<file path="src/rtl/clk_div_multi_if.sv">
// Bus bundle for clk_div_multi: per-channel control in, tick/divided-clock status out.
// The sync_clr member exists only when CLK_DIV_SYNC_EN is defined.
interface clk_div_multi_if #(
    parameter int CNT_W  = 32,
    parameter int NUM_CH = 4
);
    logic [NUM_CH-1:0]       en;
    logic [NUM_CH-1:0]       div_load;
    logic [NUM_CH*CNT_W-1:0] div_val;
`ifdef CLK_DIV_SYNC_EN
    logic                    sync_clr;
`endif
    logic [NUM_CH-1:0]       tick;
    logic [NUM_CH-1:0]       new_clk;
    logic [NUM_CH-1:0]       cnt_busy;

`ifdef CLK_DIV_SYNC_EN
    modport master (
        output en, div_load, div_val, sync_clr,
        input  tick, new_clk, cnt_busy
    );

    modport slave (
        input  en, div_load, div_val, sync_clr,
        output tick, new_clk, cnt_busy
    );
`else
    modport master (
        output en, div_load, div_val,
        input  tick, new_clk, cnt_busy
    );

    modport slave (
        input  en, div_load, div_val,
        output tick, new_clk, cnt_busy
    );
`endif

endinterface : clk_div_multi_if

</file>
<file path="src/rtl/clk_div_multi.sv">
// Multi-channel clock-enable / 50%-duty divided-clock generator, one counter per channel.
// Optional CLK_DIV_SYNC_EN adds sync_clr, which phase-aligns every channel in one edge.
module clk_div_multi #(
    parameter int CNT_W   = 32,
    parameter int NUM_CH  = 4,
    parameter int DEF_DIV = 50000000
) (
    input  logic            clk,
    input  logic            reset,
    clk_div_multi_if.slave  bus
);

    localparam logic [CNT_W-1:0] CNT_ZERO = {CNT_W{1'b0}};
    localparam logic [CNT_W-1:0] CNT_ONE  = {{(CNT_W-1){1'b0}}, 1'b1};
    localparam logic [CNT_W-1:0] DIV_RST  = CNT_W'(DEF_DIV);

    logic [CNT_W-1:0]  div_r     [NUM_CH];
    logic [CNT_W-1:0]  cnt_r     [NUM_CH];
    logic [NUM_CH-1:0] tick_r;
    logic [NUM_CH-1:0] new_clk_r;

    logic [CNT_W-1:0]  last_s    [NUM_CH];
    logic [CNT_W-1:0]  div_nxt_s [NUM_CH];
    logic [CNT_W-1:0]  cnt_nxt_s [NUM_CH];
    logic [NUM_CH-1:0] tick_nxt_s;
    logic [NUM_CH-1:0] new_clk_nxt_s;
    logic [NUM_CH-1:0] busy_s;

    // Terminal count per channel; divisor 0 behaves as divisor 1.
    always_comb begin
        for (int i = 0; i < NUM_CH; i++) begin
            if (div_r[i] == CNT_ZERO) begin
                last_s[i] = CNT_ZERO;
            end else begin
                last_s[i] = div_r[i] - CNT_ONE;
            end
        end
    end

    // Next-state selection per channel: [sync_clr] > load > disable > terminal > count.
    always_comb begin
        for (int i = 0; i < NUM_CH; i++) begin
            div_nxt_s[i]     = div_r[i];
            cnt_nxt_s[i]     = cnt_r[i];
            tick_nxt_s[i]    = 1'b0;
            new_clk_nxt_s[i] = new_clk_r[i];
`ifdef CLK_DIV_SYNC_EN
            if (bus.sync_clr) begin
                cnt_nxt_s[i]     = CNT_ZERO;
                tick_nxt_s[i]    = 1'b0;
                new_clk_nxt_s[i] = 1'b0;
            end else
`endif
            if (bus.div_load[i]) begin
                div_nxt_s[i]  = bus.div_val[i*CNT_W +: CNT_W];
                cnt_nxt_s[i]  = CNT_ZERO;
                tick_nxt_s[i] = 1'b0;
            end else if (!bus.en[i]) begin
                cnt_nxt_s[i]  = cnt_r[i];
                tick_nxt_s[i] = 1'b0;
            end else if (cnt_r[i] == last_s[i]) begin
                cnt_nxt_s[i]     = CNT_ZERO;
                tick_nxt_s[i]    = 1'b1;
                new_clk_nxt_s[i] = ~new_clk_r[i];
            end else begin
                cnt_nxt_s[i]  = cnt_r[i] + CNT_ONE;
                tick_nxt_s[i] = 1'b0;
            end
        end
    end

    // Channel state registers with synchronous active-low reset.
    always_ff @(posedge clk) begin
        if (!reset) begin
            for (int i = 0; i < NUM_CH; i++) begin
                div_r[i] <= DIV_RST;
                cnt_r[i] <= CNT_ZERO;
            end
            tick_r    <= {NUM_CH{1'b0}};
            new_clk_r <= {NUM_CH{1'b0}};
        end else begin
            for (int i = 0; i < NUM_CH; i++) begin
                div_r[i] <= div_nxt_s[i];
                cnt_r[i] <= cnt_nxt_s[i];
            end
            tick_r    <= tick_nxt_s;
            new_clk_r <= new_clk_nxt_s;
        end
    end

    // Busy flag decoded straight from the counter registers.
    always_comb begin
        for (int i = 0; i < NUM_CH; i++) begin
            busy_s[i] = (cnt_r[i] != CNT_ZERO);
        end
    end

    assign bus.tick     = tick_r;
    assign bus.new_clk  = new_clk_r;
    assign bus.cnt_busy = busy_s;

endmodule : clk_div_multi

</file>
<file path="src/flat_wrapper.sv">
// flat-port wrapper written by rule: the top's interface ports become plain ports
module clk_div_multi_flat 
#(
    parameter int CNT_W   = 32,
    parameter int NUM_CH  = 4,
    parameter int DEF_DIV = 50000000
)
  (clk, reset, bus_en, bus_div_load, bus_div_val, bus_tick, bus_new_clk, bus_cnt_busy);
  clk_div_multi_if #(.CNT_W(CNT_W), .NUM_CH(NUM_CH)) bus_i ();
  input  logic clk;
  input  logic reset;
  input wire logic [$bits(bus_i.en)-1:0] bus_en;
  input wire logic [$bits(bus_i.div_load)-1:0] bus_div_load;
  input wire logic [$bits(bus_i.div_val)-1:0] bus_div_val;
  output wire logic [$bits(bus_i.tick)-1:0] bus_tick;
  output wire logic [$bits(bus_i.new_clk)-1:0] bus_new_clk;
  output wire logic [$bits(bus_i.cnt_busy)-1:0] bus_cnt_busy;
  assign bus_i.en = bus_en;
  assign bus_i.div_load = bus_div_load;
  assign bus_i.div_val = bus_div_val;
  assign bus_tick = bus_i.tick;
  assign bus_new_clk = bus_i.new_clk;
  assign bus_cnt_busy = bus_i.cnt_busy;
  clk_div_multi #(.CNT_W(CNT_W), .NUM_CH(NUM_CH), .DEF_DIV(DEF_DIV)) u_core (.clk(clk), .reset(reset), .bus(bus_i));
endmodule
</file>
<file path="config.mk">
export PLATFORM = sky130hd
export DESIGN_NAME = clk_div_multi_flat
export DESIGN_NICKNAME = d
export VERILOG_FILES = /design/src/rtl/clk_div_multi_if.sv /design/src/rtl/clk_div_multi.sv /design/src/flat_wrapper.sv
export SDC_FILE = /design/constraint.sdc
export NUM_CORES = 1
export LEC_CHECK = 0
export CORE_MARGIN = 2
export CORE_UTILIZATION = 30
export CTS_CLUSTER_SIZE = 16
export DETAILED_ROUTE_END_ITERATION = 10
export GPL_TIMING_DRIVEN = 0
export PLACE_DENSITY = 0.56
export SYNTH_ARGS = -nofsm -noshare
export SYNTH_HDL_FRONTEND = slang
export SYNTH_SLANG_ARGS = --single-unit
export TNS_END_PERCENT = 5
</file>
<file path="constraint.sdc">
create_clock -name clk -period 5.9 [get_ports clk]
set_input_delay 0.59 -clock clk [delete_from_list [all_inputs] [get_ports clk]]
set_output_delay 0.59 -clock clk [all_outputs]
set_load 0.01 [all_outputs]
</file>
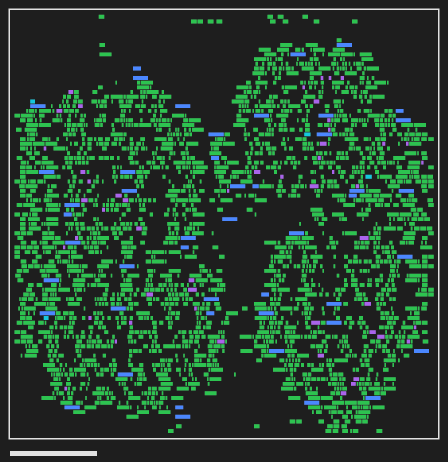
Figure 1: run 1, cell sizes after repair.
Scale bar: 50 um.
color	size	cells	share
blue	drive 6 and up	47	1.9%
purple	drive 2	51	2.1%
cyan	drive 3 to 4	4	0.16%
green	drive 1 or less	2358	96%

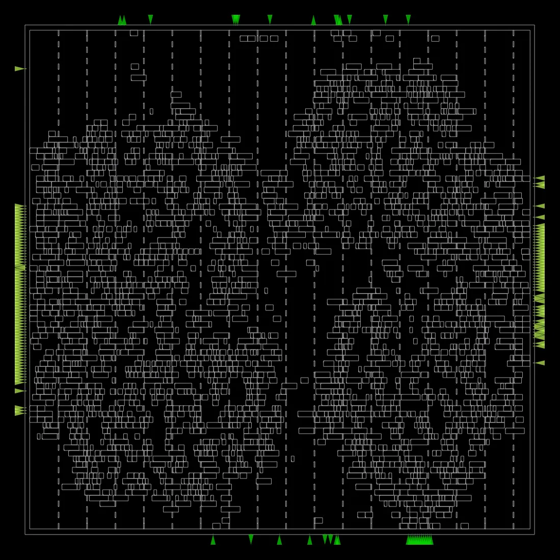
Figure 2: run 1, cell outlines without signal wires.
sequential cell count: 264
post-layout utilization of the core: 36.2%
count of placed standard cells in the final layout, fillers left out: 3235

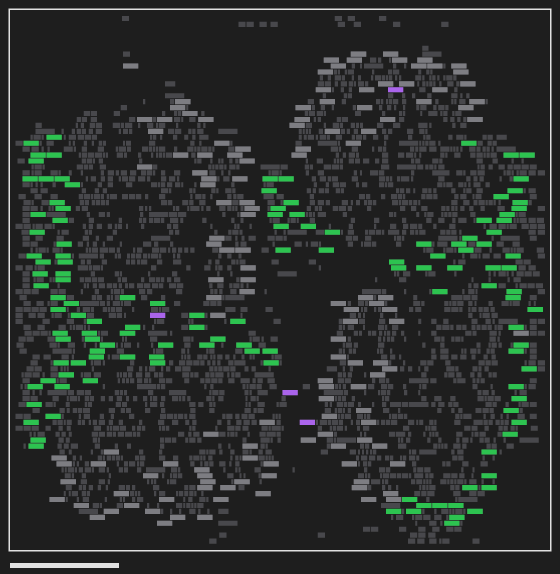
Figure 3: run 1, sequential cells grouped by signal name.
Scale bar: 50 um. Other sequential cells in the stronger gray, the rest of the logic in the fainter gray.
color	netlist name	placed flops
purple	`u_core.bus.new_clk`	4
green	`u_core.div_r`	128
not colored	132

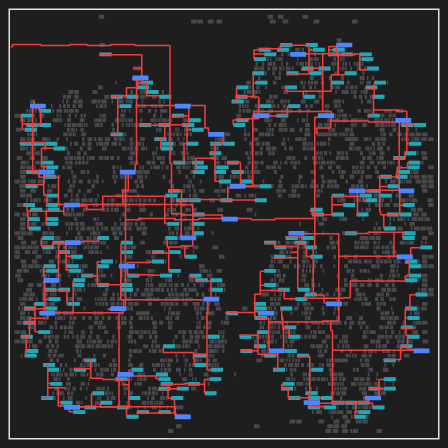
Figure 4: run 1, clock network drawn from the DEF.
[blue] cells driving clock nets | count: 34
[red] clock wires | length: 4520 um
[cyan] flip-flops | count: 264
routed clock nets	35
source-to-sink clock delay at the later pin of the worst-skew pair: 0.55 ns
clock power share: 44.8%
Max Clock Skew: 0.0119 ns

-- run 1: per-stage QoR --
step                hold slack [ns]  util [%]  setup WS (ns)
floorplan                     0.480         -           1.82
global placement              0.459      34.3          0.601
detailed placement            0.473      34.3          0.525
CTS                           0.438      36.2          0.480
global route                  0.486      36.2         0.0386
finish                        0.462      36.2          0.619
-- run 1: tightest hold or removal path: cells and delay by family --
kind | cells | cell delay [ns]
buf+inv | 1 | 0.16
compound gates | 2 | 0.20
-- run 1: layout by cell type, fill, tap and decap left out, types with 12 or more instances in the layout --
cell             synthesis  layout
clkbuf_1               157     163
ha_1                    12      12
nor4_1                  98      98
nor4b_1                 14      13
o21ai_0                 43      43
o31ai_1                 26      25
nand4_1                 63      63
nor3b_1                 17      17
or2_2                   12      12
nand2_1                157     157
a21oi_1                 38      38
or4_1                   46      46
inv_1                   51      51
nand3_1                 80      80
and2_1                  16      16
nand2b_1                20      20
mux2i_1                141     141
nor3_1                 167     167
a31oi_1                 15      15
clkdlybuf4s50_1          0     143
or3_1                   51      51
and4_1                  14      14
nor2b_1                 24      24
xnor2_1                107     107
dfxtp_1                264     264
and3_1                  40      40
nor2_1                 234     234
xor2_1                 118     118
clkbuf_16                0      37
o211ai_1                26      26
-- run 1: cell usage after synthesis, drive strengths merged (51+ instances only) --
master / instances
clkbuf: 158
dfxtp: 264
inv: 51
mux2i: 141
nand2: 157
nand3: 80
nand4: 63
nor2: 234
nor3: 168
nor4: 99
or3: 51
xnor2: 107
xor2: 118
-- run 1: logic make-up after synthesis --
| kind of cell | after synthesis | share of synthesized area (%) |
|---|---|---|
| adders and majority gates | 12 | 0.845 |
| DFF | 264 | 29.8 |
| muxes | 147 | 8.33 |
| xor gates and xnor gates | 228 | 11.5 |
| buffers and inverters | 229 | 4.95 |
| and+or+nand+nor | 1090 | 32.7 |
| AOI/OAI and AO/OA | 289 | 12.0 |
-- run 1: power breakdown --
| group | total (mW) | internal (mW) | switching, mW |
|---|---|---|---|
| clock | 2.09 | 1.25 | 0.839 |
| combinational | 0.660 | 0.292 | 0.368 |
| sequential | 1.91 | 1.84 | 0.0697 |
-- run 1: registers in the layout, indices dropped and copies added (netlist names) --
signal	cells
u_core.bus.new_clk	4
u_core.div_r	128
u_core.bus.tick	4
u_core.cnt_r	128
-- run 1: timing repair --
| action | in CTS | in global routing |
|---|---|---|
| setup endpoints to repair | 0 | 30 |
| gates resized | 0 | 1 |
| hold buffers | 0 | 0 |
-- run 1: worst paths after layout --
path / slack (ns) / end / depth (start not counted) / start
worst max-delay path: 0.62 / u_core.cnt_r[0][59] / 14 / u_core.div_r[1][0]
worst min-delay path: 0.46 / u_core.cnt_r[0][33] / 3 / bus_en[1]
worst min register to register: 0.48 / u_core.bus.new_clk[1] / 2 / u_core.bus.new_clk[1]
worst max register to register: 0.62 / u_core.cnt_r[0][59] / 14 / u_core.div_r[1][0]
-- run 1: layer usage --
layer | up-vias | wire (um) | track usage [%]
met4 | 12 | 1620 | 6.34
li1 | 8650 | - | -
met1 | 8559 | 29200 | 27.5
met2 | 609 | 27500 | 31.7
met5 | - | 69 | 0
met3 | 103 | 4870 | 4.24
==> notes.md, run 1 <==
fresh numbers from the pnr run: die span in x=247 um, instance area at placement=~20000 sq um, class of the worst hold path=in -> reg, count of nets left with antenna violations after detail routing=0, Clk pin slew, worst setup/hold paths=approximately 0.060 ns, post-detailed-route via-to-cell ratio=5.54, run status=complete, no violations, I/O Pins=approximately 150, Core Rows=89, antenna violations before repair=8, share of Yosys cell area claimed by the top area cell type=just under 30%, final count of pins violating max slew=0, Synthesis Warnings=0, PwrDens=~220 nW/um^2, kind of cell adding the most delay to the critical path=simple AND/OR/NAND/NOR gates, Synth Cell Area=~18000 sq um, vias post-DR=17933, first-pass GRT wire length=between 90000 and 100000 um, Data buffer area share=under 10%, number of filler cells placed in the layout=~6000, All-Layer GR Usage=20.2%, Remaining DRCs=0, number of buffers inserted by port buffering=between 100 and 150, RSZ-0062 raised after global routing=no, OpenROAD warnings=30, antenna fix cells=2, number of buffers between clock root and the deepest sink=3, 1st-pass router iterations=6, data arrival time of the worst path=5.70 ns, Post-Synthesis Mean Instance Area=slightly below 8 sq um, Buf/Inv on CP=4, Signal buffers=321, floorplan core density=30.2%, hold violation count in the final report=0, Final Cycle Share=89.5%, clock tree from TritonCTS=built, multi-input gate count=about 1800, top cells by area, synth=dfxtp_1 30%, mux2i_1 7.9%, xor2_1 5.8%, sum of negative setup slack=0 ns, highest-delay cell along the critical path=nor4b_2, largest net degree at the start of global routing=12, H-tree lvl count=2, combined area of the multi-input logic cells=around 12000 sq um, share of layout cells above drive strength 1=between 4 and 5%, instance count after placement with tap cells included=around 3200, Register Area=between 5000 and 6000 sq um, DRT Wirelength=about 63000 um, leak pwr=between 7 and 8 nW, tap cell count=a little under 800, largest driver fanout on the critical path=10, Final min period=5.28 ns, EDFF count, synth=0, root buf cell=clkbuf_16, post-CTS setup buffers=0, die height=between 200 and 250 um, CLK BUF=52, post-synthesis chip area from yosys=around 18000 sq um, TritonCTS buffer count=34, Worst Max-Slew Pin Slew=1.28 ns, startpoint type of the worst setup path=register, routed len/inst=about 20 um, sum of net half-perimeters after detailed placement=48900 um, largest area contributor in the netlist=dfxtp_1, Layout area overhead=19.8%, yosys cell count=roughly 2300, highest ir drop seen on vdd=between 0.00015 and 0.0002 V, number of DRC markers after the initial detailed-route iteration=1412, combinational share of cell area=between 50% and 60%, total of max-cap violations=0, number of sinks on the clock net=around 260, power after layout=around 4.7 mW, Final Cell Area=between 20000 and 25000 sq um, number of non-clock inverters=roughly 51, worst setup path category=reg -> reg, vias in the first global route=16929, placer's final routability congestion estimate=slightly above 0.9, critical path's largest stage delay=about 0.71 ns, Core ar.=between 50000 and 60000 sq um, die footprint=~61000 sq um, gate count after technology mapping=2259, Overflow after GRT=0, layout net count=~2600, count of cell types in the netlist=about 80, cell class with the largest area share=multi-input combinational cells, Most common reg cell=dfxtp_1, Slew HR=around 14%, clock network contribution to total cell area=5.21%, number of failing setup endpoints in the final timing report=0, net count after synthesis=2409, series of cell instances along the critical path=clkbuf_1 -> inv_1 -> ha_1 -> buf_2 -> nor4b_2 -> nand4_1 -> nor4_1 -> xor2_1 -> o2111ai_1 -> nor4_1 -> o2111ai_1 -> o31ai_2 -> clkbuf_1 -> nor2_1, post-synthesis async set-or-reset flop share=0%, post-synthesis sequential element count=between 200 and 300, maximum frequency from static timing analysis=between 150 and 200 MHz, sequential cell area fraction in the yosys report=roughly 30%, data required time at the worst endpoint=~6.3 ns, sequential share of cell area=approximately a quarter, sort of element at the end of the critical path=register
Figure 5. Routed metal per tile (run 1).
The die is cut into 25 by 25 equal tiles; dark blue is low, red is high, scaled to the fullest tile. Values are wire area over tile area, all layers added.
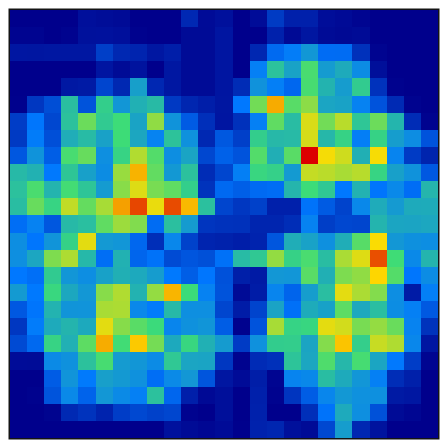

--- run 2 (diff from run 1) ---
--- a/config.mk
+++ b/config.mk
@@ -5,12 +5,12 @@
 export SDC_FILE = /design/constraint.sdc
 export NUM_CORES = 1
 export LEC_CHECK = 0
-export CORE_MARGIN = 2
-export CORE_UTILIZATION = 30
+export CORE_MARGIN = 1
+export CORE_UTILIZATION = 50
 export CTS_CLUSTER_SIZE = 16
 export DETAILED_ROUTE_END_ITERATION = 10
-export GPL_TIMING_DRIVEN = 0
-export PLACE_DENSITY = 0.56
+export GPL_TIMING_DRIVEN = 1
+export PLACE_DENSITY = 0.79
 export SYNTH_ARGS = -nofsm -noshare
 export SYNTH_HDL_FRONTEND = slang
 export SYNTH_SLANG_ARGS = --single-unit
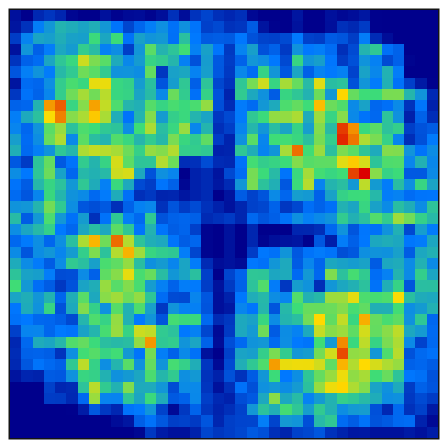
Figure 6: run 2, routed metal per tile.
The die is cut into 38 by 38 equal tiles; dark blue is low, red is high, scaled to the fullest tile. Values are wire area over tile area, all layers added.
fullest tile	0.77
tiles over half the peak	18%
emptiest ninth of the die	center
nearly empty tiles	6.6%
mean over tiles	0.24
All-Layer GR Usage: 28.8%
DRT Wirelength: 53200 um
vias post-DR: 17459
routed len/inst: 19.4 um

==> notes.md, run 2 <==
fresh numbers from the pnr run: data arrival time of the worst path=5.21 ns (-0.49 ns), antenna fix cells=0 (-2), Synth Cell Area=17800 sq um (unchanged), yosys cell count=2259 (unchanged), run status=complete, no violations, instance count after placement with tap cells included=2699 (-15%), Final min period=4.72 ns (-0.556 ns), post-CTS setup buffers=0 (unchanged), leak pwr=7.07 nW (-3.4%), largest driver fanout on the critical path=11 (+1), first-pass GRT wire length=85600 um (-12%), count of placed standard cells in the final layout, fillers left out=2748 (-15%), die height=190 um (-23%), number of failing setup endpoints in the final timing report=0 (unchanged), OpenROAD warnings=30 (unchanged), layout net count=2425 (-6.3%), combined area of the multi-input logic cells=11600 sq um (+0.15%), EDFF count, synth=0 (unchanged), post-synthesis chip area from yosys=17800 sq um (unchanged), Crit path depth=11 (-3), root buf cell=clkbuf_16, sum of negative setup slack=0 ns (unchanged), Core Rows=68 (-24%), part of the power in registers=45.1% (+4.1 points), highest ir drop seen on vdd=0.000276 V (+61%), Synth top cell by count=dfxtp_1, NetSw=1.13 mW (-11%), sum of net half-perimeters after detailed placement=39600 um (-19%), largest area contributor in the netlist=dfxtp_1, clock tree from TritonCTS=built, PwrDens=214 nW/um^2 (-2.1%), kind of cell adding the most delay to the critical path=simple AND/OR/NAND/NOR gates, Layout area overhead=13.5%, count of nets left with antenna violations after detail routing=0 (unchanged), 1st-pass router iterations=5 (-1), antenna violations before repair=0 (-8), number of buffers inserted by port buffering=149 (+4.2%), number of sinks on the clock net=264 (unchanged), power after layout=4.32 mW (-7.3%), die footprint=36300 sq um (-41%), count of cell types in the netlist=80 (unchanged), post-detailed-route via-to-cell ratio=6.35 (+15%), gate count after technology mapping=2259 (unchanged), Int Power=3.18 mW (-5.8%), Final Cycle Share=80.1% (-9.4 points), H-tree lvl count=1 (-1), number of DRC markers after the initial detailed-route iteration=1328 (-5.9%), proportion of total power due to net switching=26.3% (-1.2 points), Register Area=5290 sq um (unchanged), final count of pins violating max slew=0 (unchanged), post-synthesis sequential element count=264 (unchanged), Post-Synthesis Mean Instance Area=7.86 sq um (unchanged), RSZ-0062 raised after global routing=no, Buf/Inv on CP=1 (-3), Worst Max-Slew Pin Slew=1.29 ns (+0.00837 ns), worst setup path category=reg -> reg, highest-delay cell along the critical path=nor4_1, critical path's largest stage delay=0.71 ns (about the same), hold violation count in the final report=0 (unchanged), startpoint type of the worst setup path=register, Remaining DRCs=0 (unchanged), DR WL met2=24200 um (-12%), total of hold buffers inserted after clock tree synthesis=0 (unchanged), data required time at the worst endpoint=6.39 ns (+0.07 ns), die span in x=190 um (-23%), TritonCTS buffer count=29 (-15%), net count after synthesis=2409 (unchanged), floorplan core density=51.2% (+21 points), routed wire length on met3=3930 um (-19%), top cells by area, synth=dfxtp_1 30%, mux2i_1 7.9%, xor2_1 5.8%, Met1 Wirelength=23200 um (-21%), dominant logic cell type in the layout=dfxtp_1, Slew HR=14.0% (+0.23 points), uppermost metal layer occupied by signal nets=met4, number of filler cells placed in the layout=3146 (-49%), proportion of power drawn by combinational gates=13.4% (-0.8 points), worst hold slack across all endpoints=0.358 ns (-0.104 ns), total of max-cap violations=0 (unchanged), sort of element at the end of the critical path=register, sequential cell area fraction in the yosys report=29.8% (unchanged), count of cells resized by post-cts repair=0 (unchanged)
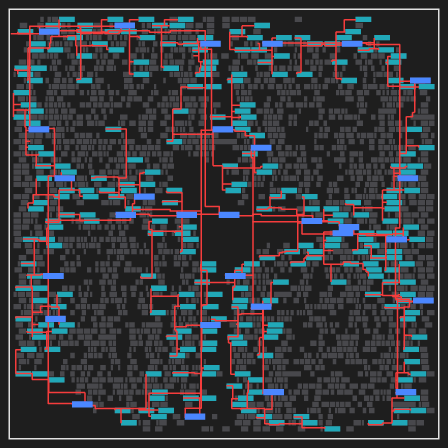
Figure 7: run 2, clock network drawn from the DEF.
[blue] cells driving clock nets | count: 29
[red] clock wires | length: 3580 um
[cyan] flip-flops | count: 264
flops lie	spread over the die
clock network power: 1.79 mW
Max Clock Skew: 0.0127 ns
clock power share: 41.5%
source-to-sink clock delay at the later pin of the worst-skew pair: 0.56 ns

run 2: worst paths after layout:
path                                 to                   from  slack (ns)
setup reg to reg  u_core.bus.new_clk[1]     u_core.div_r[1][0]        1.18
hold reg to reg   u_core.bus.new_clk[3]  u_core.bus.new_clk[3]        0.48
setup / recovery  u_core.bus.new_clk[1]     u_core.div_r[1][0]        1.18
hold / removal      u_core.div_r[2][31]        bus_div_load[2]        0.36
run 2: final cells by class:
cell class                      count  share of cell area, %
Multi-Input combinational cell   1766                   57.7
Clock buffer                       40                   3.95
Timing Repair Buffer              163                   7.79
Clock inverter                      9                  0.620
Sequential cell                   264                   26.2
Inverter                           51                  0.949
Tap cell                          455                   2.82
run 2: worst register-to-register path: cells and delay by family, from the launching register on:
family / cells / cell delay (ns)
and+or+nand+nor: 5 / 2.83
AOI/OAI and AO/OA: 2 / 0.47
DFF: 1 / 0.42
adders and majority gates: 1 / 0.36
muxes: 1 / 0.25
xor gates and xnor gates: 1 / 0.19
buffers and inverters: 1 / 0.13
run 2: logic make-up (layout without fill, tap and decap cells):
logic type / after synthesis / count (layout) / share of synthesized area, %
multiplexers: 147 / 147 / 8.33
XOR/XNOR: 228 / 228 / 11.5
buffers and inverters: 229 / 263 / 4.95
AND-OR/OR-AND: 289 / 289 / 12.0
AND/OR/NAND/NOR: 1090 / 1090 / 32.7
adder cells (fa/ha/maj): 12 / 12 / 0.845
flip-flops: 264 / 264 / 29.8
run 2: power by group through the flow:
stage               Combinational (mW)  Clock, mW  Sequential, mW
global route                     0.632       1.91            1.96
detailed placement               0.568          0            1.98
floorplan                        0.416          0            1.92
finish                           0.578       1.79            1.95
global placement                 0.557          0            1.98
CTS                              0.573       1.84            1.94
run 2: metal layers:
layer	up-vias	global-route usage, %
met2	762	47.7
met3	140	4.10
met4	0	9.88
li1	8321	-
met5	-	0
met1	8236	38.1
run 2: stage by stage:
| stage | utilization, % | setup WS, ns | area [sq um] |
|---|---|---|---|
| after floorplan | - | 1.82 | 17800 |
| after global placement | 55.4 | 1.48 | 19200 |
| after detailed placement | 55.4 | 1.36 | 19200 |
| after CTS | 58.1 | 1.35 | 20200 |
| after global routing | 58.1 | 0.807 | 20200 |
| final | 58.1 | 1.18 | 20200 |
Power is estimated from default activity; no workload was simulated.
